**Met2 routing**

Cells faint in the background.
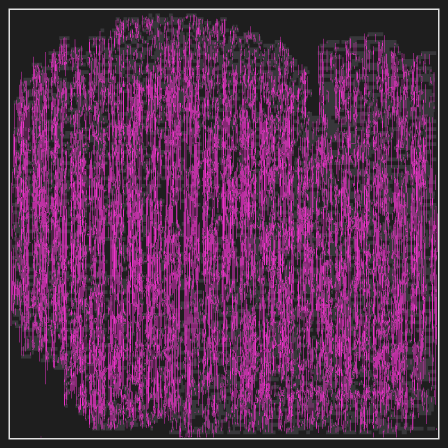
**Cell placement**

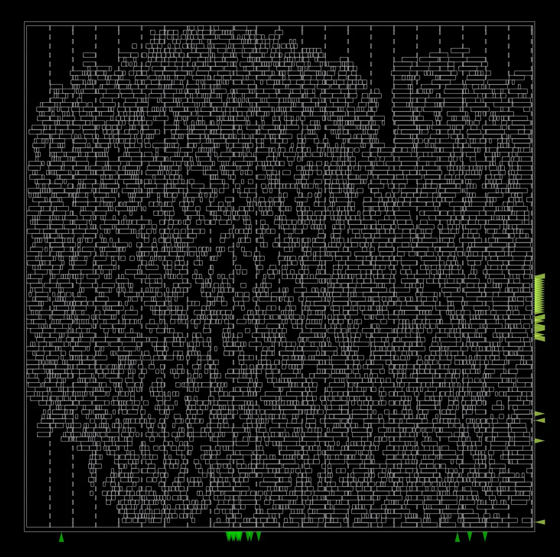
**Local utilization**

31 x 31 tiles, from white (low) to dark blue (high), 0 to 100% covered.
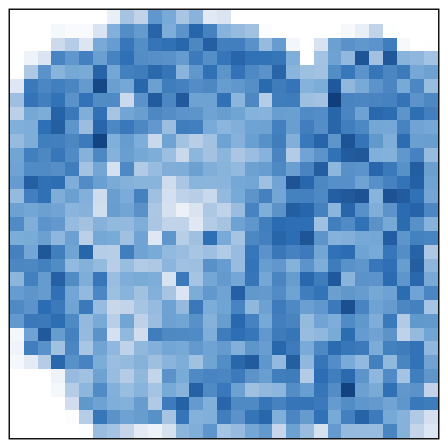
File: config.mk
export PLATFORM = sky130hd
export DESIGN_NAME = pn_stack_eval
export DESIGN_NICKNAME = d
export VERILOG_FILES = /design/src/rtl/pn_stack_eval.sv
export SDC_FILE = /design/constraint.sdc
export NUM_CORES = 2
export LEC_CHECK = 0
export CAP_MARGIN = 40
export CORE_MARGIN = 1
export CORE_UTILIZATION = 45
export DETAILED_ROUTE_END_ITERATION = 16
export MAX_ROUTING_LAYER = met4
export PLACE_DENSITY = 0.59
export REMOVE_ABC_BUFFERS = 1
export SLEW_MARGIN = 20
export SYNTH_ARGS = -nofsm -noshare
export SYNTH_HDL_FRONTEND = slang
export SYNTH_SLANG_ARGS = --single-unit
File: constraint.sdc
create_clock -name clk -period 10.3 [get_ports clk]
set_input_delay 1.03 -clock clk [delete_from_list [all_inputs] [get_ports clk]]
set_output_delay 1.03 -clock clk [all_outputs]
set_load 0.02 [all_outputs]
File: src/rtl/pn_stack_eval.sv
// pn_stack_eval
// Polish-notation expression evaluator. Tokens of one expression arrive on
// contiguous in_valid cycles and are buffered (up to MAX_TOK). Once in_valid
// drops, the buffer is walked one token per cycle against an operand stack of
// STK_DEPTH words: prefix frames are walked from the last token to the first,
// postfix frames from the first to the last.
//
// Build option: define PN_SAT_EN to clamp the results of opcodes 0-3 to the
// signed DW-bit range. Without it those results wrap modulo 2^DW.
//
// Ports
//   clk, rst_n        clock, asynchronous active-low reset
//   in_valid          token strobe
//   mode              0 = prefix, 1 = postfix (taken from the first token)
//   operator          1 = token is an opcode, 0 = operand
//   in [OPW]          operand value or opcode
//   busy              frame in progress (through the out_valid cycle)
//   out_valid         one-cycle result strobe
//   out [DW] signed   result, 0 unless out_valid
//   err [2]           0 ok, 1 underflow, 2 overflow / bad final depth,
//                     3 token overflow; 0 unless out_valid
module pn_stack_eval #(
    parameter int DW        = 32,
    parameter int OPW       = 3,
    parameter int MAX_TOK   = 16,
    parameter int STK_DEPTH = 8
) (
    input  logic                 clk,
    input  logic                 rst_n,
    input  logic                 in_valid,
    input  logic                 mode,
    input  logic                 operator,
    input  logic [OPW-1:0]       in,
    output logic                 busy,
    output logic                 out_valid,
    output logic signed [DW-1:0] out,
    output logic [1:0]           err
);
    localparam int CNW = $clog2(MAX_TOK + 1);
    localparam int PW  = $clog2(MAX_TOK);
    localparam int DPW = $clog2(STK_DEPTH + 1);
    localparam int SIW = $clog2(STK_DEPTH);

    typedef enum logic [1:0] {IDLE, RECV, EVAL, DONE} state_t;

    state_t                state;
    logic [MAX_TOK-1:0]    tok_op;
    logic [OPW-1:0]        tok_val [MAX_TOK];
    logic [CNW-1:0]        cnt;
    logic [CNW-1:0]        step;
    logic [PW-1:0]         ptr;
    logic [DPW-1:0]        dep;
    logic                  mode_q;
    logic                  tok_ovf;
    logic signed [DW-1:0]  stk [STK_DEPTH];

    // ---------------- token buffer ----------------
    // In IDLE cnt is 0, so the first token lands in slot 0.
    logic tok_wr;
    assign tok_wr = in_valid &&
                    (state == IDLE || (state == RECV && cnt != CNW'(MAX_TOK)));

    always_ff @(posedge clk) begin
        if (tok_wr) begin
            tok_op[PW'(cnt)]  <= operator;
            tok_val[PW'(cnt)] <= in;
        end
    end

    // ---------------- evaluation step ----------------
    // The RECV cycle that sees in_valid low already evaluates the first
    // token, using the cleared pointer/depth/step values. This keeps EVAL
    // work in cycles k .. k+N-1 so the result registers in cycle k+N.
    logic            first;
    logic            eval_go;
    logic [PW-1:0]   cur_ptr;
    logic [DPW-1:0]  cur_dep;
    logic [CNW-1:0]  cur_step;
    logic            last_tok;
    logic            t_op;
    logic [OPW-1:0]  opc;
    logic signed [DW-1:0] t_val;
    logic [SIW-1:0]  idx_top, idx_nxt, wr_idx;
    logic signed [DW-1:0] top_v, nxt_v, op_a, op_b, res, wr_val;
    logic [DPW-1:0]  new_dep;
    logic            push_ovf, pop_unf;

    assign first    = (state == RECV) && !in_valid;
    assign eval_go  = (state == EVAL) || (first && !tok_ovf);
    assign cur_ptr  = first ? (mode_q ? '0 : PW'(cnt - CNW'(1))) : ptr;
    assign cur_dep  = first ? '0 : dep;
    assign cur_step = first ? '0 : step;
    assign last_tok = (cur_step == cnt - CNW'(1));

    assign t_op  = tok_op[cur_ptr];
    assign opc   = tok_val[cur_ptr];
    assign t_val = {{(DW-OPW){1'b0}}, tok_val[cur_ptr]};

    // Indices wrap harmlessly when depth < 2; those reads are never used.
    assign idx_top = SIW'(cur_dep - DPW'(1));
    assign idx_nxt = SIW'(cur_dep - DPW'(2));
    assign top_v   = stk[idx_top];
    assign nxt_v   = stk[idx_nxt];

    // Prefix: first pop is A. Postfix: first pop is B.
    assign op_a = mode_q ? nxt_v : top_v;
    assign op_b = mode_q ? top_v : nxt_v;

    assign push_ovf = !t_op && (cur_dep == DPW'(STK_DEPTH));
    assign pop_unf  = t_op && (cur_dep < DPW'(2));
    assign wr_idx   = t_op ? idx_nxt : SIW'(cur_dep);
    assign wr_val   = t_op ? res : t_val;
    assign new_dep  = t_op ? cur_dep - DPW'(1) : cur_dep + DPW'(1);

    // ---------------- ALU ----------------
    logic signed [DW-1:0] r_add, r_sub, r_mul, r_abs;

`ifdef PN_SAT_EN
    // Wide enough for the full product and for |sum| of two minimums.
    localparam int WW = 2*DW + 2;
    localparam logic signed [WW-1:0] SMAX = {{(WW-DW+1){1'b0}}, {(DW-1){1'b1}}};
    localparam logic signed [WW-1:0] SMIN = {{(WW-DW+1){1'b1}}, {(DW-1){1'b0}}};

    logic signed [WW-1:0] a_w, b_w, sum_w, dif_w, prd_w, abs_w;

    function automatic logic signed [DW-1:0] sat(input logic signed [WW-1:0] x);
        if (x > SMAX)      return SMAX[DW-1:0];
        else if (x < SMIN) return SMIN[DW-1:0];
        else               return x[DW-1:0];
    endfunction

    assign a_w   = {{(WW-DW){op_a[DW-1]}}, op_a};
    assign b_w   = {{(WW-DW){op_b[DW-1]}}, op_b};
    assign sum_w = a_w + b_w;
    assign dif_w = a_w - b_w;
    assign prd_w = a_w * b_w;
    assign abs_w = sum_w[WW-1] ? -sum_w : sum_w;
    assign r_add = sat(sum_w);
    assign r_sub = sat(dif_w);
    assign r_mul = sat(prd_w);
    assign r_abs = sat(abs_w);
`else
    // Low DW bits of the 2*DW product equal the DW-bit product.
    assign r_add = op_a + op_b;
    assign r_sub = op_a - op_b;
    assign r_mul = op_a * op_b;
    assign r_abs = r_add[DW-1] ? -r_add : r_add;
`endif

    always_comb begin
        res = '0;
        case (opc)
            OPW'(0): res = r_add;
            OPW'(1): res = r_sub;
            OPW'(2): res = r_mul;
            OPW'(3): res = r_abs;
            OPW'(4): res = (op_a < op_b) ? op_a : op_b;
            OPW'(5): res = (op_a > op_b) ? op_a : op_b;
            default: res = '0;
        endcase
    end

    // ---------------- control ----------------
    always_ff @(posedge clk or negedge rst_n) begin
        if (!rst_n) begin
            state     <= IDLE;
            cnt       <= '0;
            step      <= '0;
            ptr       <= '0;
            dep       <= '0;
            mode_q    <= 1'b0;
            tok_ovf   <= 1'b0;
            busy      <= 1'b0;
            out_valid <= 1'b0;
            out       <= '0;
            err       <= '0;
            for (int i = 0; i < STK_DEPTH; i++) stk[i] <= '0;
        end else if (eval_go) begin
            if (push_ovf) begin
                state     <= DONE;
                out_valid <= 1'b1;
                out       <= '0;
                err       <= 2'd2;
            end else if (pop_unf) begin
                state     <= DONE;
                out_valid <= 1'b1;
                out       <= '0;
                err       <= 2'd1;
            end else begin
                stk[wr_idx] <= wr_val;
                dep         <= new_dep;
                if (last_tok) begin
                    // With a final depth of 1 the word just written is stack[0].
                    state     <= DONE;
                    out_valid <= 1'b1;
                    out       <= (new_dep == DPW'(1)) ? wr_val : '0;
                    err       <= (new_dep == DPW'(1)) ? 2'd0 : 2'd2;
                end else begin
                    state <= EVAL;
                    ptr   <= mode_q ? cur_ptr + PW'(1) : cur_ptr - PW'(1);
                    step  <= cur_step + CNW'(1);
                end
            end
        end else begin
            case (state)
                IDLE: begin
                    if (in_valid) begin
                        mode_q  <= mode;
                        cnt     <= CNW'(1);
                        tok_ovf <= 1'b0;
                        busy    <= 1'b1;
                        state   <= RECV;
                    end
                end
                RECV: begin
                    if (in_valid) begin
                        if (cnt == CNW'(MAX_TOK)) tok_ovf <= 1'b1;
                        else                      cnt     <= cnt + CNW'(1);
                    end else begin
                        // Only reached with tok_ovf set; the normal case is eval_go.
                        state     <= DONE;
                        out_valid <= 1'b1;
                        out       <= '0;
                        err       <= 2'd3;
                    end
                end
                DONE: begin
                    out_valid <= 1'b0;
                    out       <= '0;
                    err       <= '0;
                    busy      <= 1'b0;
                    cnt       <= '0;
                    state     <= IDLE;
                end
                default: state <= IDLE;
            endcase
        end
    end

endmodule
==> metrics.cfg <==
[setup_path]
critical-path-top-delay-family = adder cells
worstSetupEndpointType = flip-flop
crit_slowest_cell = fa_1

[run_status]
status = complete, no violations

[drt]
ant_nets = 0
via_per_inst = 5.875
via_count = 38225
totalWireLength_um = 166700

[clock_tree]
clkSinkCount = 378
root_buffer = clkbuf_16
clk_latency_ns = 0.58
cts.path.max_buffers = 3

[timing]
fin_crit_sh_pct = 97.11
drv_slew = 0
maxSlewHeadroom_pct = 40.38
fin_setup_tns_ns = 0

[final_layout]
num-nonclk-inverters = 559

[yosys]
aoi_share_pct = 17.17
ys.flops = 378

[place]
dp.cells = 6416

## Picture notes: 'met2 routing'
nets with wire on the layer	4869
main direction	vertical

## Picture notes: 'cell placement'
FP Rows: 111
n_taps: 1243
sequential portion of the cell area: 19.75%
Finished Layout Cells: 6506

## Picture notes: 'local utilization'
tiles over 75% full	9.4%
emptiest ninth of the die	lower left
fullest tile	94%
densest ninth of the die	middle right

-- worst min-delay path by stage --
stage | slack [ns] | start | end | cells after the start
floorplan | 0.45 | stk[71] | stk[71] | 2
global placement | 0.46 | out[9] | out[9] | 2
detailed placement | 0.47 | out[23] | out[23] | 1
CTS | 0.48 | out[23] | out[23] | 1
global route | 0.50 | out[7] | out[7] | 2
finish | 0.45 | rst_n | stk[56] | 1
-- sequential cells by signal (all words and copies together) (netlist names) --
register,cells
cnt,5
state,2
stk,256
out_valid,1
tok_val,48
mode_q,1
dep,4
tok_op,16
err,2
tok_ovf,1
step,5
busy,1
out,32
ptr,4
-- layer usage --
metal,GRT usage [%],up-vias
li1,-,17032
met1,47.33,19105
met2,57.47,1736
met3,5.362,352
met4,16.86,0
met5,-,-
